**Run 1: metal layers overlaid**

Scale bar: 20 um.
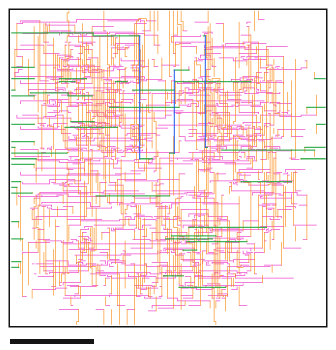
**Run 1: routed metal per tile**

Scale bar: 20 um. 15 x 15 tiles, from dark blue (low) to red (high), scaled to the fullest tile. Values are wire area over tile area, all layers added.
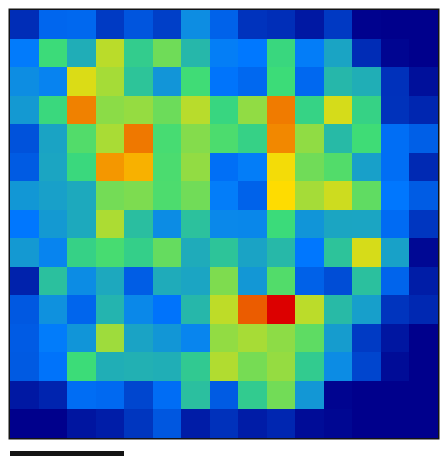
**Run 1: sequential cells colored by netlist name**

Scale bar: 20 um.
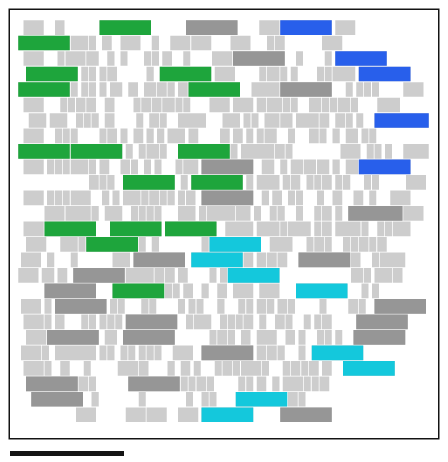
**Run 1: routing congestion map**

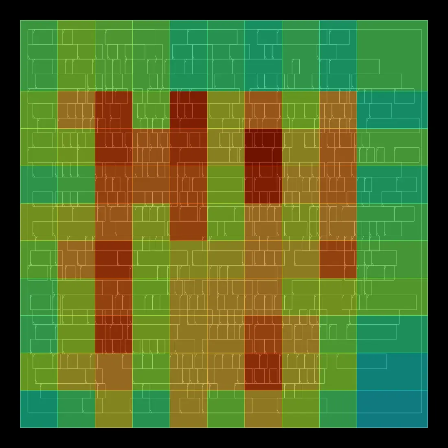
$ cat config.mk
export PLATFORM = sky130hd
export DESIGN_NAME = uart_tx_engine
export DESIGN_NICKNAME = d
export VERILOG_FILES = /design/src/rtl/uart_pkg.sv /design/src/rtl/uart_tx_prefetch.sv /design/src/rtl/uart_tx_engine.sv
export SDC_FILE = /design/constraint.sdc
export NUM_CORES = 1
export LEC_CHECK = 0
export ABC_AREA = 1
export CAP_MARGIN = 10
export CORE_UTILIZATION = 54
export CTS_CLUSTER_SIZE = 25
export DETAILED_ROUTE_END_ITERATION = 10
export GPL_TIMING_DRIVEN = 0
export PLACE_DENSITY = 0.79
export SYNTH_ARGS = -nofsm -noshare
export SYNTH_HDL_FRONTEND = slang
export SYNTH_SLANG_ARGS = --single-unit
$ cat constraint.sdc
create_clock -name clk -period 2.4 [get_ports clk]
set_clock_uncertainty 0.2 [all_clocks]
set_input_delay 0.48 -clock clk [delete_from_list [all_inputs] [get_ports clk]]
set_output_delay 0.48 -clock clk [all_outputs]
set_load 0.05 [all_outputs]
$ cat src/rtl/uart_pkg.sv
// Shared UART definitions: state encodings, parity selectors and the default
// character width. Used by both the transmit and the receive cores.
// Optional feature macro: UART_TX_BREAK_EN adds a sixth BREAK state.
package uart_pkg;

    localparam int DATA_BITS_DEF = 8;

    localparam logic PARITY_EVEN = 1'b0;
    localparam logic PARITY_ODD  = 1'b1;

`ifdef UART_TX_BREAK_EN
    localparam int STATE_W = 6;
`else
    localparam int STATE_W = 5;
`endif

    // One-hot transmit states; all-zero is never a legal state.
    typedef enum logic [STATE_W-1:0] {
        ST_INTERVAL  = STATE_W'(1),
        ST_STARTBIT  = STATE_W'(2),
        ST_DATABITS  = STATE_W'(4),
        ST_PARITYBIT = STATE_W'(8),
        ST_STOPBIT   = STATE_W'(16)
`ifdef UART_TX_BREAK_EN
        , ST_BREAK   = STATE_W'(32)
`endif
    } txState_e;

    // Turns the XOR of all data bits into the parity bit for the chosen method.
    function automatic logic parityFromXor(input logic dataXor, input logic method);
        return (method == PARITY_EVEN) ? dataXor : ~dataXor;
    endfunction

endpackage

$ cat src/rtl/uart_tx_prefetch.sv
// One-byte holding register for the UART transmitter together with the Tx FIFO
// read handshake: a single-clk active-low read strobe, capture of the FIFO data
// on the clk after the strobe, and the full flag seen by the transmit FSM.
// At most one read is ever outstanding.
module uart_tx_prefetch
    import uart_pkg::*;
#(
    parameter int DATA_BITS = DATA_BITS_DEF
) (
    input  logic                 clk,
    input  logic                 rst,
    input  logic                 p_Allow_i,
    input  logic                 p_Empty_i,
    input  logic [DATA_BITS-1:0] Data_i,
    input  logic                 p_Take_i,
    output logic                 n_Rd_o,
    output logic                 p_Full_o,
    output logic [DATA_BITS-1:0] HoldData_o
);

    logic                 rdStrobe_q, rdStrobe_d;
    logic                 rdWait_q,   rdWait_d;
    logic                 full_q,     full_d;
    logic [DATA_BITS-1:0] hold_q,     hold_d;

    // Read issue, capture one clk after the strobe, and release when the FSM takes the byte.
    always_comb begin
        rdStrobe_d = 1'b0;
        rdWait_d   = rdStrobe_q;
        full_d     = full_q;
        hold_d     = hold_q;

        if (rdWait_q) begin
            hold_d = Data_i;
            full_d = 1'b1;
        end else if (p_Take_i) begin
            full_d = 1'b0;
        end

        if (!full_q && !rdStrobe_q && !rdWait_q && !p_Empty_i && p_Allow_i) begin
            rdStrobe_d = 1'b1;
        end
    end

    // Handshake and holding register state.
    always_ff @(posedge clk or posedge rst) begin
        if (rst) begin
            rdStrobe_q <= 1'b0;
            rdWait_q   <= 1'b0;
            full_q     <= 1'b0;
            hold_q     <= '0;
        end else begin
            rdStrobe_q <= rdStrobe_d;
            rdWait_q   <= rdWait_d;
            full_q     <= full_d;
            hold_q     <= hold_d;
        end
    end

    assign n_Rd_o     = ~rdStrobe_q;
    assign p_Full_o   = full_q;
    assign HoldData_o = hold_q;

endmodule

$ cat src/rtl/uart_tx_engine.sv
// UART transmit engine: serialises bytes from the Tx FIFO as start bit, data
// bits (LSB or MSB first), optional parity and one or two stop bits. A prefetch
// holding register lets consecutive characters leave with no idle bit.
// Optional feature macro: UART_TX_BREAK_EN adds p_Break_i and a BREAK state that
// holds the line low for BREAK_BITS bit-times followed by one high bit-time.
module uart_tx_engine
    import uart_pkg::*;
#(
    parameter int DATA_BITS = DATA_BITS_DEF
`ifdef UART_TX_BREAK_EN
    , parameter int BREAK_BITS = 12
`endif
) (
    input  logic                 clk,
    input  logic                 rst,
    input  logic                 p_Enable_i,
    input  logic                 BaudSig_i,
    input  logic [DATA_BITS-1:0] Data_i,
    input  logic                 p_Empty_i,
    output logic                 n_Rd_o,
    input  logic                 p_ParityEnable_i,
    input  logic                 ParityMethod_i,
    input  logic                 p_BigEnd_i,
    input  logic                 p_TwoStop_i,
`ifdef UART_TX_BREAK_EN
    input  logic                 p_Break_i,
`endif
    output logic                 Tx_o,
    output logic [STATE_W-1:0]   State_o,
    output logic                 p_Busy_o,
    output logic                 p_ByteSent_o,
    output logic [15:0]          TxByteCnt_o
);

    localparam int CNT_W = $clog2(DATA_BITS + 1);

    txState_e             state_q,   state_d;
    logic [DATA_BITS-1:0] shift_q,   shift_d;
    logic [CNT_W-1:0]     bitCnt_q,  bitCnt_d;
    logic                 parEn_q,   parEn_d;
    logic                 parBit_q,  parBit_d;
    logic                 bigEnd_q,  bigEnd_d;
    logic                 twoStop_q, twoStop_d;
    logic                 stopCnt_q, stopCnt_d;
    logic                 tx_q,      tx_d;
    logic                 sent_q,    sent_d;
    logic [15:0]          byteCnt_q, byteCnt_d;

    logic                 holdFull;
    logic [DATA_BITS-1:0] holdData;
    logic                 take;
    logic                 startChar;
    logic                 rdAllow;

`ifdef UART_TX_BREAK_EN
    localparam int BRK_W = $clog2(BREAK_BITS + 1);

    logic [BRK_W-1:0]     brkCnt_q,  brkCnt_d;
    logic                 brkPrev_q, brkPrev_d;
    logic                 brkPend_q, brkPend_d;

    assign rdAllow = p_Enable_i && (state_q != ST_BREAK) && !brkPend_q;
`else
    assign rdAllow = p_Enable_i;
`endif

    uart_tx_prefetch #(
        .DATA_BITS (DATA_BITS)
    ) u_prefetch (
        .clk        (clk),
        .rst        (rst),
        .p_Allow_i  (rdAllow),
        .p_Empty_i  (p_Empty_i),
        .Data_i     (Data_i),
        .p_Take_i   (take),
        .n_Rd_o     (n_Rd_o),
        .p_Full_o   (holdFull),
        .HoldData_o (holdData)
    );

    // Next-state and registered-output logic; everything moves only on a BaudSig_i clk.
    always_comb begin
        state_d   = state_q;
        shift_d   = shift_q;
        bitCnt_d  = bitCnt_q;
        parEn_d   = parEn_q;
        parBit_d  = parBit_q;
        bigEnd_d  = bigEnd_q;
        twoStop_d = twoStop_q;
        stopCnt_d = stopCnt_q;
        tx_d      = tx_q;
        sent_d    = 1'b0;
        byteCnt_d = byteCnt_q;
        take      = 1'b0;
        startChar = 1'b0;
`ifdef UART_TX_BREAK_EN
        brkCnt_d  = brkCnt_q;
        brkPrev_d = p_Break_i;
        brkPend_d = brkPend_q;
        if (p_Break_i && !brkPrev_q && (state_q == ST_INTERVAL)) begin
            brkPend_d = 1'b1;
        end
`endif

        if (BaudSig_i) begin
            case (state_q)
                ST_INTERVAL: begin
`ifdef UART_TX_BREAK_EN
                    if (brkPend_q) begin
                        state_d   = ST_BREAK;
                        tx_d      = 1'b0;
                        brkCnt_d  = '0;
                        brkPend_d = 1'b0;
                    end else
`endif
                    if (holdFull && p_Enable_i) begin
                        startChar = 1'b1;
                    end
                end

                ST_STARTBIT: begin
                    state_d  = ST_DATABITS;
                    tx_d     = bigEnd_q ? shift_q[DATA_BITS-1] : shift_q[0];
                    shift_d  = bigEnd_q ? (shift_q << 1) : (shift_q >> 1);
                    bitCnt_d = CNT_W'(1);
                end

                ST_DATABITS: begin
                    if (bitCnt_q == CNT_W'(DATA_BITS)) begin
                        if (parEn_q) begin
                            state_d = ST_PARITYBIT;
                            tx_d    = parBit_q;
                        end else begin
                            state_d   = ST_STOPBIT;
                            tx_d      = 1'b1;
                            stopCnt_d = 1'b0;
                        end
                    end else begin
                        tx_d     = bigEnd_q ? shift_q[DATA_BITS-1] : shift_q[0];
                        shift_d  = bigEnd_q ? (shift_q << 1) : (shift_q >> 1);
                        bitCnt_d = bitCnt_q + CNT_W'(1);
                    end
                end

                ST_PARITYBIT: begin
                    state_d   = ST_STOPBIT;
                    tx_d      = 1'b1;
                    stopCnt_d = 1'b0;
                end

                ST_STOPBIT: begin
                    if (twoStop_q && !stopCnt_q) begin
                        stopCnt_d = 1'b1;
                    end else begin
                        sent_d    = 1'b1;
                        byteCnt_d = byteCnt_q + 16'd1;
                        if (holdFull && p_Enable_i) begin
                            startChar = 1'b1;
                        end else begin
                            state_d = ST_INTERVAL;
                            tx_d    = 1'b1;
                        end
                    end
                end

`ifdef UART_TX_BREAK_EN
                ST_BREAK: begin
                    if (brkCnt_q == BRK_W'(BREAK_BITS)) begin
                        state_d = ST_INTERVAL;
                        tx_d    = 1'b1;
                    end else begin
                        brkCnt_d = brkCnt_q + BRK_W'(1);
                        if (brkCnt_q == BRK_W'(BREAK_BITS - 1)) begin
                            tx_d = 1'b1;
                        end
                    end
                end
`endif

                default: begin
                    state_d = ST_INTERVAL;
                    tx_d    = 1'b1;
                end
            endcase

            if (startChar) begin
                state_d   = ST_STARTBIT;
                tx_d      = 1'b0;
                take      = 1'b1;
                shift_d   = holdData;
                bitCnt_d  = '0;
                stopCnt_d = 1'b0;
                parEn_d   = p_ParityEnable_i;
                parBit_d  = parityFromXor(^holdData, ParityMethod_i);
                bigEnd_d  = p_BigEnd_i;
                twoStop_d = p_TwoStop_i;
            end
        end
    end

    // Transmit state registers; reset returns the line to idle high immediately.
    always_ff @(posedge clk or posedge rst) begin
        if (rst) begin
            state_q   <= ST_INTERVAL;
            shift_q   <= '0;
            bitCnt_q  <= '0;
            parEn_q   <= 1'b0;
            parBit_q  <= 1'b0;
            bigEnd_q  <= 1'b0;
            twoStop_q <= 1'b0;
            stopCnt_q <= 1'b0;
            tx_q      <= 1'b1;
            sent_q    <= 1'b0;
            byteCnt_q <= '0;
        end else begin
            state_q   <= state_d;
            shift_q   <= shift_d;
            bitCnt_q  <= bitCnt_d;
            parEn_q   <= parEn_d;
            parBit_q  <= parBit_d;
            bigEnd_q  <= bigEnd_d;
            twoStop_q <= twoStop_d;
            stopCnt_q <= stopCnt_d;
            tx_q      <= tx_d;
            sent_q    <= sent_d;
            byteCnt_q <= byteCnt_d;
        end
    end

`ifdef UART_TX_BREAK_EN
    // Break request edge detector, pending flag and bit-time counter.
    always_ff @(posedge clk or posedge rst) begin
        if (rst) begin
            brkCnt_q  <= '0;
            brkPrev_q <= 1'b0;
            brkPend_q <= 1'b0;
        end else begin
            brkCnt_q  <= brkCnt_d;
            brkPrev_q <= brkPrev_d;
            brkPend_q <= brkPend_d;
        end
    end
`endif

    assign Tx_o         = tx_q;
    assign State_o      = state_q;
    assign p_Busy_o     = (state_q != ST_INTERVAL) || holdFull;
    assign p_ByteSent_o = sent_q;
    assign TxByteCnt_o  = byteCnt_q;

endmodule

==> results.rst, run 1 <==
Flow metrics
------------

.. list-table::
   :header-rows: 1

   * - Metric
     - Value
   * - Result of the run
     - completed
   * - Period Utilization, post-route
     - 0.970
   * - Sequential area share after synthesis
     - 0.442
   * - Root buffer selected by CTS
     - clkbuf_8
   * - Met3 capacity usage during global routing
     - 0.0469
   * - Worst hold-check path type
     - flip-flop to flip-flop
   * - Arrival @ worst endpoint
     - 1.65 ns
   * - Clock network power
     - 0.493 mW
   * - Internal power contribution
     - 2.02 mW
   * - Biggest fanout along the worst timing path
     - 7
   * - Area growth from synthesis to final layout
     - 20.9%
   * - Met1 Routed Length
     - 2960 um
   * - Yosys warning tally
     - 0
   * - Buffer count from post-CTS setup fixing
     - 0
   * - Post-synth tally of flip-flops with integrated enable
     - 0
   * - Maximum resistive drop on vdd
     - 0.773 mV
   * - Biggest consumer
     - combinational logic
   * - All-Layer GR Usage
     - 0.253
   * - Wire length of the first global-routing pass
     - 10800 um
   * - Number of cells on the worst hold path
     - 0
   * - Most frequent cells in the layout
     - nand2_1 (139), dfrtp_1 (49), inv_1 (42)
   * - Maximum number of pins on one net before global-route repair
     - 31
   * - Reg2Reg Launch Point
     - State_o[0]$_DFFE_PP1P_
   * - Actual slew at the worst max-slew pin
     - 0.502 ns
   * - Synthesized netlist cell count
     - 388
   * - Via count of the first global-routing pass
     - 2438
   * - Fraction of power spent switching nets
     - 0.477
   * - Clock tree from TritonCTS
     - built
   * - Latest clock arrival within the worst-skew pair
     - 0.30 ns
   * - Sequential Area
     - 0.00128 sq mm
   * - Number of synthesized register bits
     - 51
   * - DR WL met3
     - 341 um
   * - Commonest flop
     - dfrtp_1
   * - Avg Vias per Cell
     - 5.19
   * - Number of antenna repair diodes
     - 0
   * - Chip height
     - 75.2 um
   * - Area of the core
     - 0.00514 sq mm
   * - Area share of and-or/or-and cells after synthesis
     - 0.0541
   * - Crit path largest cell delay
     - 0.85 ns
   * - Capturing element type of the critical path
     - primary output
   * - Worst min-delay path startpoint
     - u_prefetch.rdStrobe_q$_DFF_PP0_
   * - Place WS
     - 0.0869 ns
   * - Multi-input gates
     - 283
   * - Cell family contributing the most delay on the critical path
     - buffers and inverters
   * - Total DRC errors in the routed layout
     - 0
   * - Static leakage
     - 1.70 nW
   * - Fill cell total of the finished layout
     - 478
   * - Least setup slack across all paths after layout
     - 0.0719 ns
   * - Leading area contributor after synthesis
     - dfrtp_1
   * - Final Total Pwr
     - 3.87 mW
   * - Overall overflow remaining after global route
     - 0
   * - Clock buffers created by TritonCTS
     - 5
   * - Dominant cell area share
     - 0.424
   * - Category of the most critical setup path
     - flip-flop to primary output
   * - Final tally of hold violations
     - 0
   * - Setup violation total in the final timing report
     - 0
   * - Dpl hpwl
     - 4850 um
   * - CP startpoint kind
     - flip-flop
   * - Part of the total power dissipated in combinational logic
     - 0.505
   * - Fraction of standard cell area in multi-input logic
     - 0.397
   * - Async SR Flop Fraction
     - 1.00
   * - Finished layout cell area
     - 0.00349 sq mm
   * - Instance area after placement
     - 0.00341 sq mm
   * - Post-cts hold-fix buffer tally
     - 0
   * - Power density over cell area
     - 1110 mW/mm^2
   * - Seq. pwr
     - 1.42 mW
   * - Maxcap violations
     - 0
   * - Post-synthesis xor/xnor area fraction
     - 0.0394
   * - Simple-gate share of the synthesized area
     - 0.360
   * - Antenna Nets Post-Route
     - 0
   * - Stage-log warning count
     - 27
   * - Sum Neg Setup Slack
     - 0 ns
   * - Plain + repair buffers
     - 50
   * - Sequential Power Share
     - 0.368
   * - Hold endpoint
     - u_prefetch.rdWait_q$_DFF_PP0_
   * - Data buffer area share
     - 0.138
   * - Final-report max-slew violation count
     - 0
   * - Most numerous cell in the Yosys netlist
     - nand2_1
   * - Mean area per synthesized cell
     - 7.45 sq um
   * - Combinational-cell power consumption
     - 1.95 mW
   * - Tally of clock buffers in the finished layout
     - 6
   * - Maximum level of the CTS H-tree
     - 2
   * - Flip-flop count of the largest register after layout
     - 16
   * - Invs w/o clock
     - 46
   * - Horizontal extent of the die
     - 75.2 um
   * - Chip footprint
     - 0.00565 sq mm
   * - Net count, final
     - 457
   * - Clock-pin slew of the registers on the worst-case setup and hold paths
     - 0.09 ns
   * - Fraction of area in clock buffers and inverters
     - 0.0243
   * - Register-to-Register Setup Slack
     - 0.50 ns
   * - GPL Wtd Cong
     - 0.882
   * - Final cell count without fillers
     - 508
   * - Clock network power share
     - 0.127
   * - Drt first-iter violations
     - 176
   * - Post-cts resize count
     - 1
   * - Number of buffer and inverter stages on the critical path
     - 1
## Picture notes: 'metal layers overlaid'
Key: green = metal 3 [wire length 342 um]; orange = metal 2 [wire length 3110 um]; blue = metal 4 [wire length 75.5 um]; magenta = metal 1 [wire length 2960 um]

## Picture notes: 'routed metal per tile'
The fullest tile reaches 0.53. The emptiest ninth of the die: bottom right. 25% of the tiles are over half the peak. The mean over all tiles is 0.18.

## Picture notes: 'sequential cells colored by netlist name'
Key: blue = `State_o` [flops 5, where top right]; cyan = `shift_q` [flops 8]; green = `TxByteCnt_o` [flops 16]
Another 22 sequential cells are not colored.

## Picture notes: 'routing congestion map'
met1 layer usage reported by global route: 0.337
layer carrying the most global-route usage: met2
core occupancy in the finished layout: 0.680

==> run 1 -> run 2 <==
--- a/config.mk
+++ b/config.mk
@@ -11,6 +11,7 @@
 export CTS_CLUSTER_SIZE = 25
 export DETAILED_ROUTE_END_ITERATION = 10
 export GPL_TIMING_DRIVEN = 0
+export HOLD_SLACK_MARGIN = 0.06
 export PLACE_DENSITY = 0.79
 export SYNTH_ARGS = -nofsm -noshare
 export SYNTH_HDL_FRONTEND = slang
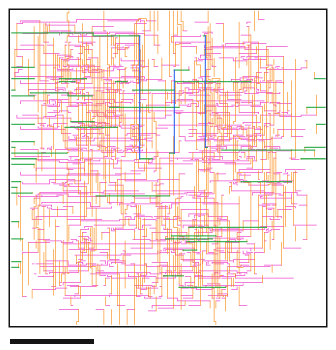
**Above:** run 2 (metal layers overlaid).
Scale bar: 20 um.
Key: blue = metal 4 [wire length 75.5 um]; green = metal 3 [wire length 342 um]; magenta = metal 1 [wire length 2960 um]; orange = metal 2 [wire length 3110 um]

==> run 2 against run 1 <==
  * Wire length unchanged
  * Critical path depth unchanged
  * Final area is the same
  * Critical path type unchanged
  * Setup slack stayed put
  * Non-clock buffer count is the same
==> results.rst, run 2 <==
Flow metrics
------------

.. list-table::
   :header-rows: 1

   * - Metric
     - Value
   * - Result of the run
     - completed
   * - Layer carrying the most global-route usage
     - met2
   * - Worst Path Required
     - 1.72 ns
   * - All-Layer GR Usage
     - 0.253 (unchanged)
   * - Final-report max-slew violation count
     - 0 (unchanged)
   * - Period Utilization, post-route
     - 0.970 (unchanged)
   * - Worst hold-check path type
     - flip-flop to flip-flop
   * - Largest combinational cell category by area
     - simple AND/OR/NAND/NOR gates
   * - Chip height
     - 75.2 um (unchanged)
   * - DR WL met3
     - 341 um (unchanged)
   * - Crit path largest cell delay
     - 0.85 ns (about the same)
   * - Horizontal extent of the die
     - 75.2 um (unchanged)
   * - Setup violation total in the final timing report
     - 0 (unchanged)
   * - Post-synthesis xor/xnor area fraction
     - 0.0394 (unchanged)
   * - Static leakage
     - 1.70 nW (unchanged)
   * - Post-cts hold-fix buffer tally
     - 0 (unchanged)
   * - Post-cts resize count
     - 1 (unchanged)
   * - Mean area per synthesized cell
     - 7.45 sq um (unchanged)
   * - Total iterations of the first detailed-routing run
     - 4
   * - Power density over cell area
     - 1110 mW/mm^2 (unchanged)
   * - Buffer count from post-CTS setup fixing
     - 0 (unchanged)
   * - Least setup slack across all paths after layout
     - 0.0719 ns (unchanged)
   * - Maxcap violations
     - 0 (unchanged)
   * - Capturing element type of the critical path
     - primary output
   * - Seq. pwr
     - 1.42 mW (about the same)
   * - Overall overflow remaining after global route
     - 0 (unchanged)
   * - Dpl hpwl
     - 4850 um (unchanged)
   * - Worst slew margin relative to its limit
     - 0.664
   * - Actual slew at the worst max-slew pin
     - 0.502 ns (unchanged)
   * - Met1 layer usage reported by global route
     - 0.337 (unchanged)
   * - Sequential Power Share
     - 0.368 (about the same)
   * - Place WS
     - 0.0869 ns (unchanged)
   * - Number of buffer and inverter stages on the critical path
     - 1 (unchanged)
   * - Latest clock arrival within the worst-skew pair
     - 0.30 ns (about the same)
   * - Internal power contribution
     - 2.02 mW (unchanged)
   * - Reg2Reg Launch Point
     - State_o[0]$_DFFE_PP1P_
   * - Clock network power share
     - 0.127 (about the same)
   * - Chip footprint
     - 0.00565 sq mm (unchanged)
   * - Core occupancy in the finished layout
     - 0.680 (unchanged)
   * - Cell family contributing the most delay on the critical path
     - buffers and inverters
   * - Sequential Area
     - 0.00128 sq mm (unchanged)
   * - Antenna Nets Post-Route
     - 0 (unchanged)
   * - Category of the most critical setup path
     - flip-flop to primary output
   * - Flip-flop count of the largest register after layout
     - 16 (unchanged)
   * - Invs w/o clock
     - 46 (unchanged)
   * - Area taken by multi-input logic gates
     - 0.00139 sq mm
   * - Tally of clock buffers in the finished layout
     - 6 (unchanged)
   * - Number of cells on the worst hold path
     - 0 (unchanged)
   * - Clock-pin slew of the registers on the worst-case setup and hold paths
     - 0.09 ns (about the same)
   * - Number of antenna repair diodes
     - 0 (unchanged)
   * - Most numerous cell in the Yosys netlist
     - nand2_1
   * - Met1 Routed Length
     - 2960 um (unchanged)
   * - Via count of the first global-routing pass
     - 2438 (unchanged)
   * - Combinational-cell power consumption
     - 1.95 mW (about the same)
   * - Biggest consumer
     - combinational logic
   * - Instance area after placement
     - 0.00341 sq mm (unchanged)
   * - Detailed Route WL
     - 6480 um
   * - Net count, final
     - 457 (unchanged)
   * - Arrival @ worst endpoint
     - 1.65 ns (about the same)
   * - Sequential area share after synthesis
     - 0.442 (unchanged)
   * - Fraction of area in clock buffers and inverters
     - 0.0243 (unchanged)
   * - Multi-input gates
     - 283 (unchanged)
   * - Final Total Pwr
     - 3.87 mW (unchanged)
   * - Data buffer area share
     - 0.138 (unchanged)
   * - Avg Vias per Cell
     - 5.19 (unchanged)
   * - Part of the total power dissipated in combinational logic
     - 0.505 (about the same)
   * - Number of synthesized register bits
     - 51 (unchanged)
   * - Count of buffers from port buffering
     - 41
   * - Maximum resistive drop on vdd
     - 0.773 mV (unchanged)
   * - Detailed route wirelength on metal2
     - 3110 um
   * - Reg2Reg Depth
     - 8
   * - Sum Neg Setup Slack
     - 0 ns (unchanged)
   * - Worst min-delay path startpoint
     - u_prefetch.rdStrobe_q$_DFF_PP0_
   * - Area share of and-or/or-and cells after synthesis
     - 0.0541 (unchanged)
   * - Proportion of cell area occupied by registers
     - 0.366
   * - Clock buffers created by TritonCTS
     - 5 (unchanged)
   * - Biggest fanout along the worst timing path
     - 7 (unchanged)
   * - Drt first-iter violations
     - 176 (unchanged)
   * - Final tally of hold violations
     - 0 (unchanged)
   * - Wire length of the first global-routing pass
     - 10800 um (unchanged)
   * - Met3 capacity usage during global routing
     - 0.0469 (unchanged)
   * - Finished layout cell area
     - 0.00349 sq mm (unchanged)
   * - Stage-log warning count
     - 27 (unchanged)
   * - Yosys warning tally
     - 0 (unchanged)
   * - Mean routed wirelength per cell
     - 12.8 um
   * - Area growth from synthesis to final layout
     - 20.9% (unchanged)
   * - Most area-hungry cell class in the final design
     - logic gates
   * - Plain + repair buffers
     - 50 (unchanged)
   * - Clock tree from TritonCTS
     - built
   * - Synthesized netlist cell count
     - 388 (unchanged)
   * - Total DRC errors in the routed layout
     - 0 (unchanged)
   * - Clk buf depth
     - 2
   * - Post-synth tally of flip-flops with integrated enable
     - 0 (unchanged)
   * - Simple-gate share of the synthesized area
     - 0.360 (unchanged)
   * - CP startpoint kind
     - flip-flop
   * - Fraction of power spent switching nets
     - 0.477 (unchanged)
   * - Fill cell total of the finished layout
     - 478 (unchanged)
   * - Register-to-Register Setup Slack
     - 0.50 ns (about the same)
   * - Area of the core
     - 0.00514 sq mm (unchanged)
   * - Fraction of standard cell area in multi-input logic
     - 0.397 (unchanged)
   * - Leading area contributor after synthesis
     - dfrtp_1
   * - Dominant cell area share
     - 0.424 (unchanged)
   * - Maximum level of the CTS H-tree
     - 2 (unchanged)
   * - Clock network power
     - 0.493 mW (about the same)
   * - Last element of the critical path
     - State_o[4]
   * - Async SR Flop Fraction
     - 1.00 (unchanged)
   * - Maximum number of pins on one net before global-route repair
     - 31 (unchanged)
   * - Most frequent cells in the layout
     - nand2_1 (139), dfrtp_1 (49), inv_1 (42)
   * - Final cell count without fillers
     - 508 (unchanged)
   * - Commonest flop
     - dfrtp_1
   * - Met2 GRT Util
     - 0.423
   * - Root buffer selected by CTS
     - clkbuf_8
   * - GPL Wtd Cong
     - 0.882 (unchanged)
   * - Hold endpoint
     - u_prefetch.rdWait_q$_DFF_PP0_
==> run 2 -> run 3 <==
--- a/config.mk
+++ b/config.mk
@@ -8,6 +8,7 @@
 export ABC_AREA = 1
 export CAP_MARGIN = 10
 export CORE_UTILIZATION = 54
+export CTS_CLUSTER_DIAMETER = 50
 export CTS_CLUSTER_SIZE = 25
 export DETAILED_ROUTE_END_ITERATION = 10
 export GPL_TIMING_DRIVEN = 0
==> run 3 against run 2 <==
  * Flip-flop count stayed put
  * Non-clock buffer count stayed put
  * Global-route usage stayed put
  * Synthesized area stayed put
  * Setup slack stayed put
  * Critical path depth stayed put
  * Via count stayed put
  * Power stayed put
  * Clock-buffer cell count stayed put
  * Sequential power hardly changed
==> results.rst, run 3 <==
Flow metrics
------------

.. list-table::
   :header-rows: 1

   * - Metric
     - Value
   * - Number of cells on the worst hold path
     - 0 (unchanged)
   * - Commonest flop
     - dfrtp_1
   * - Clock-pin slew of the registers on the worst-case setup and hold paths
     - 0.09 ns (about the same)
   * - Invs w/o clock
     - 46 (unchanged)
   * - Reg2Reg Depth
     - 8 (unchanged)
   * - Antenna Nets Post-Route
     - 0 (unchanged)
   * - Count of buffers from port buffering
     - 41 (unchanged)
   * - Fraction of power spent switching nets
     - 0.477 (unchanged)
   * - Register-to-Register Setup Slack
     - 0.50 ns (about the same)
   * - Clock network power
     - 0.493 mW (about the same)
   * - Dpl hpwl
     - 4850 um (unchanged)
   * - Most area-hungry cell class in the final design
     - logic gates
   * - Last element of the critical path
     - State_o[4]
   * - Cell family contributing the most delay on the critical path
     - buffers and inverters
   * - Fraction of area in clock buffers and inverters
     - 0.0243 (unchanged)
   * - Internal power contribution
     - 2.02 mW (unchanged)
   * - Area of the core
     - 0.00514 sq mm (unchanged)
   * - Worst slew margin relative to its limit
     - 0.664 (unchanged)
   * - Plain + repair buffers
     - 50 (unchanged)
   * - Net count, final
     - 457 (unchanged)
   * - Buffer count from post-CTS setup fixing
     - 0 (unchanged)
   * - Chip footprint
     - 0.00565 sq mm (unchanged)
   * - Proportion of cell area occupied by registers
     - 0.366 (unchanged)
   * - Latest clock arrival within the worst-skew pair
     - 0.30 ns (about the same)
   * - Yosys warning tally
     - 0 (unchanged)
   * - Avg Vias per Cell
     - 5.19 (unchanged)
   * - Root buffer selected by CTS
     - clkbuf_8
   * - Post-synthesis xor/xnor area fraction
     - 0.0394 (unchanged)
   * - Power density over cell area
     - 1110 mW/mm^2 (unchanged)
   * - CP startpoint kind
     - flip-flop
   * - Layer carrying the most global-route usage
     - met2
   * - Drt first-iter violations
     - 176 (unchanged)
   * - Most numerous cell in the Yosys netlist
     - nand2_1
   * - Total I/O pin count
     - 42
   * - Via count of the first global-routing pass
     - 2438 (unchanged)
   * - Worst Path Required
     - 1.72 ns (about the same)
   * - Total DRC errors in the routed layout
     - 0 (unchanged)
   * - Horizontal extent of the die
     - 75.2 um (unchanged)
   * - Total iterations of the first detailed-routing run
     - 4 (unchanged)
   * - Sum Neg Setup Slack
     - 0 ns (unchanged)
   * - Post-synth cell types
     - 28
   * - Biggest consumer
     - combinational logic
   * - Largest combinational cell category by area
     - simple AND/OR/NAND/NOR gates
   * - Clock tree from TritonCTS
     - built
   * - Met1 Routed Length
     - 2960 um (unchanged)
   * - Capturing element type of the critical path
     - primary output
   * - Place WS
     - 0.0869 ns (unchanged)
   * - Reg2Reg Launch Point
     - State_o[0]$_DFFE_PP1P_
   * - Chip height
     - 75.2 um (unchanged)
   * - Mean area per synthesized cell
     - 7.45 sq um (unchanged)
   * - Hold endpoint
     - u_prefetch.rdWait_q$_DFF_PP0_
   * - Overall overflow remaining after global route
     - 0 (unchanged)
   * - Maximum number of pins on one net before global-route repair
     - 31 (unchanged)
   * - Met1 layer usage reported by global route
     - 0.337 (unchanged)
   * - Synthesized netlist cell count
     - 388 (unchanged)
   * - Clk buf depth
     - 2 (unchanged)
   * - Combinational-cell power consumption
     - 1.95 mW (about the same)
   * - Post-cts resize count
     - 1 (unchanged)
   * - Synthesized cell area
     - 0.00289 sq mm
   * - Final tally of hold violations
     - 0 (unchanged)
   * - Simple-gate share of the synthesized area
     - 0.360 (unchanged)
   * - Multi-input gates
     - 283 (unchanged)
   * - Number of antenna repair diodes
     - 0 (unchanged)
   * - Crit path largest cell delay
     - 0.85 ns (about the same)
   * - Worst min-delay path startpoint
     - u_prefetch.rdStrobe_q$_DFF_PP0_
   * - Post-cts hold-fix buffer tally
     - 0 (unchanged)
   * - Sequential area share after synthesis
     - 0.442 (unchanged)
   * - Fraction of standard cell area in multi-input logic
     - 0.397 (unchanged)
   * - Number of synthesized register bits
     - 51 (unchanged)
   * - Number of antenna violations at the first check in global routing
     - 0
   * - Maximum resistive drop on vdd
     - 0.773 mV (unchanged)
   * - Number of buffer and inverter stages on the critical path
     - 1 (unchanged)
   * - Most frequent cells in the layout
     - nand2_1 (139), dfrtp_1 (49), inv_1 (42)
   * - Sequential Power Share
     - 0.368 (about the same)
   * - YS chip area
     - 0.00289 sq mm
   * - Nets in the synthesized netlist
     - 408
   * - Post-synth tally of flip-flops with integrated enable
     - 0 (unchanged)
   * - Worst hold-check path type
     - flip-flop to flip-flop
   * - Least setup slack across all paths after layout
     - 0.0719 ns (unchanged)
   * - R2r endpoint
     - shift_q[2]$_DFFE_PP0P_
   * - Clock network power share
     - 0.127 (about the same)
   * - Dominant cell area share
     - 0.424 (unchanged)
   * - GPL Wtd Cong
     - 0.882 (unchanged)
   * - Arrival @ worst endpoint
     - 1.65 ns (about the same)
   * - Instance area after placement
     - 0.00341 sq mm (unchanged)
   * - Actual slew at the worst max-slew pin
     - 0.502 ns (unchanged)
   * - Maxcap violations
     - 0 (unchanged)
   * - Wire length of the first global-routing pass
     - 10800 um (unchanged)
   * - Detailed Route WL
     - 6480 um (unchanged)
   * - Cell types with the largest area share after synthesis
     - dfrtp_1 (42%), nand2_1 (18%), nand3_1 (6.1%), inv_1 (5.6%), o21ai_0 (5.2%)
   * - Area share of and-or/or-and cells after synthesis
     - 0.0541 (unchanged)
   * - Detailed route wirelength on metal2
     - 3110 um (unchanged)
   * - Flip-flop count of the largest register after layout
     - 16 (unchanged)
   * - Area taken by multi-input logic gates
     - 0.00139 sq mm (unchanged)
   * - Data buffer area share
     - 0.138 (unchanged)
   * - Maximum level of the CTS H-tree
     - 2 (unchanged)
   * - Stage-log warning count
     - 27 (unchanged)
   * - Result of the run
     - completed
   * - Async SR Flop Fraction
     - 1.00 (unchanged)
   * - Number of clock sinks seen by CTS
     - 51
   * - Static leakage
     - 1.70 nW (unchanged)
   * - Finished layout cell area
     - 0.00349 sq mm (unchanged)
   * - Final hold slack
     - 0.183 ns
   * - Seq. pwr
     - 1.42 mW (about the same)
   * - Tally of clock buffers in the finished layout
     - 6 (unchanged)
   * - Core occupancy in the finished layout
     - 0.680 (unchanged)
   * - Part of the total power dissipated in combinational logic
     - 0.505 (about the same)
   * - Final-report max-slew violation count
     - 0 (unchanged)
   * - Final Total Pwr
     - 3.87 mW (unchanged)
   * - Final cell count without fillers
     - 508 (unchanged)
   * - Category of the most critical setup path
     - flip-flop to primary output
   * - Leading area contributor after synthesis
     - dfrtp_1
   * - Area growth from synthesis to final layout
     - 20.9% (unchanged)
   * - Period Utilization, post-route
     - 0.970 (unchanged)
   * - Setup violation total in the final timing report
     - 0 (unchanged)
   * - DR WL met3
     - 341 um (unchanged)
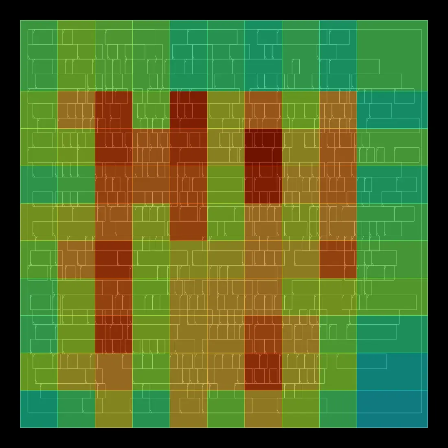
**Above:** run 3 (routing congestion map).
All-Layer GR Usage: 0.253
met3 capacity usage during global routing: 0.0469
met2 GRT Util: 0.423
mean routed wirelength per cell: 12.8 um

Power figures rest on the tool's default switching activity, not on a simulated workload.
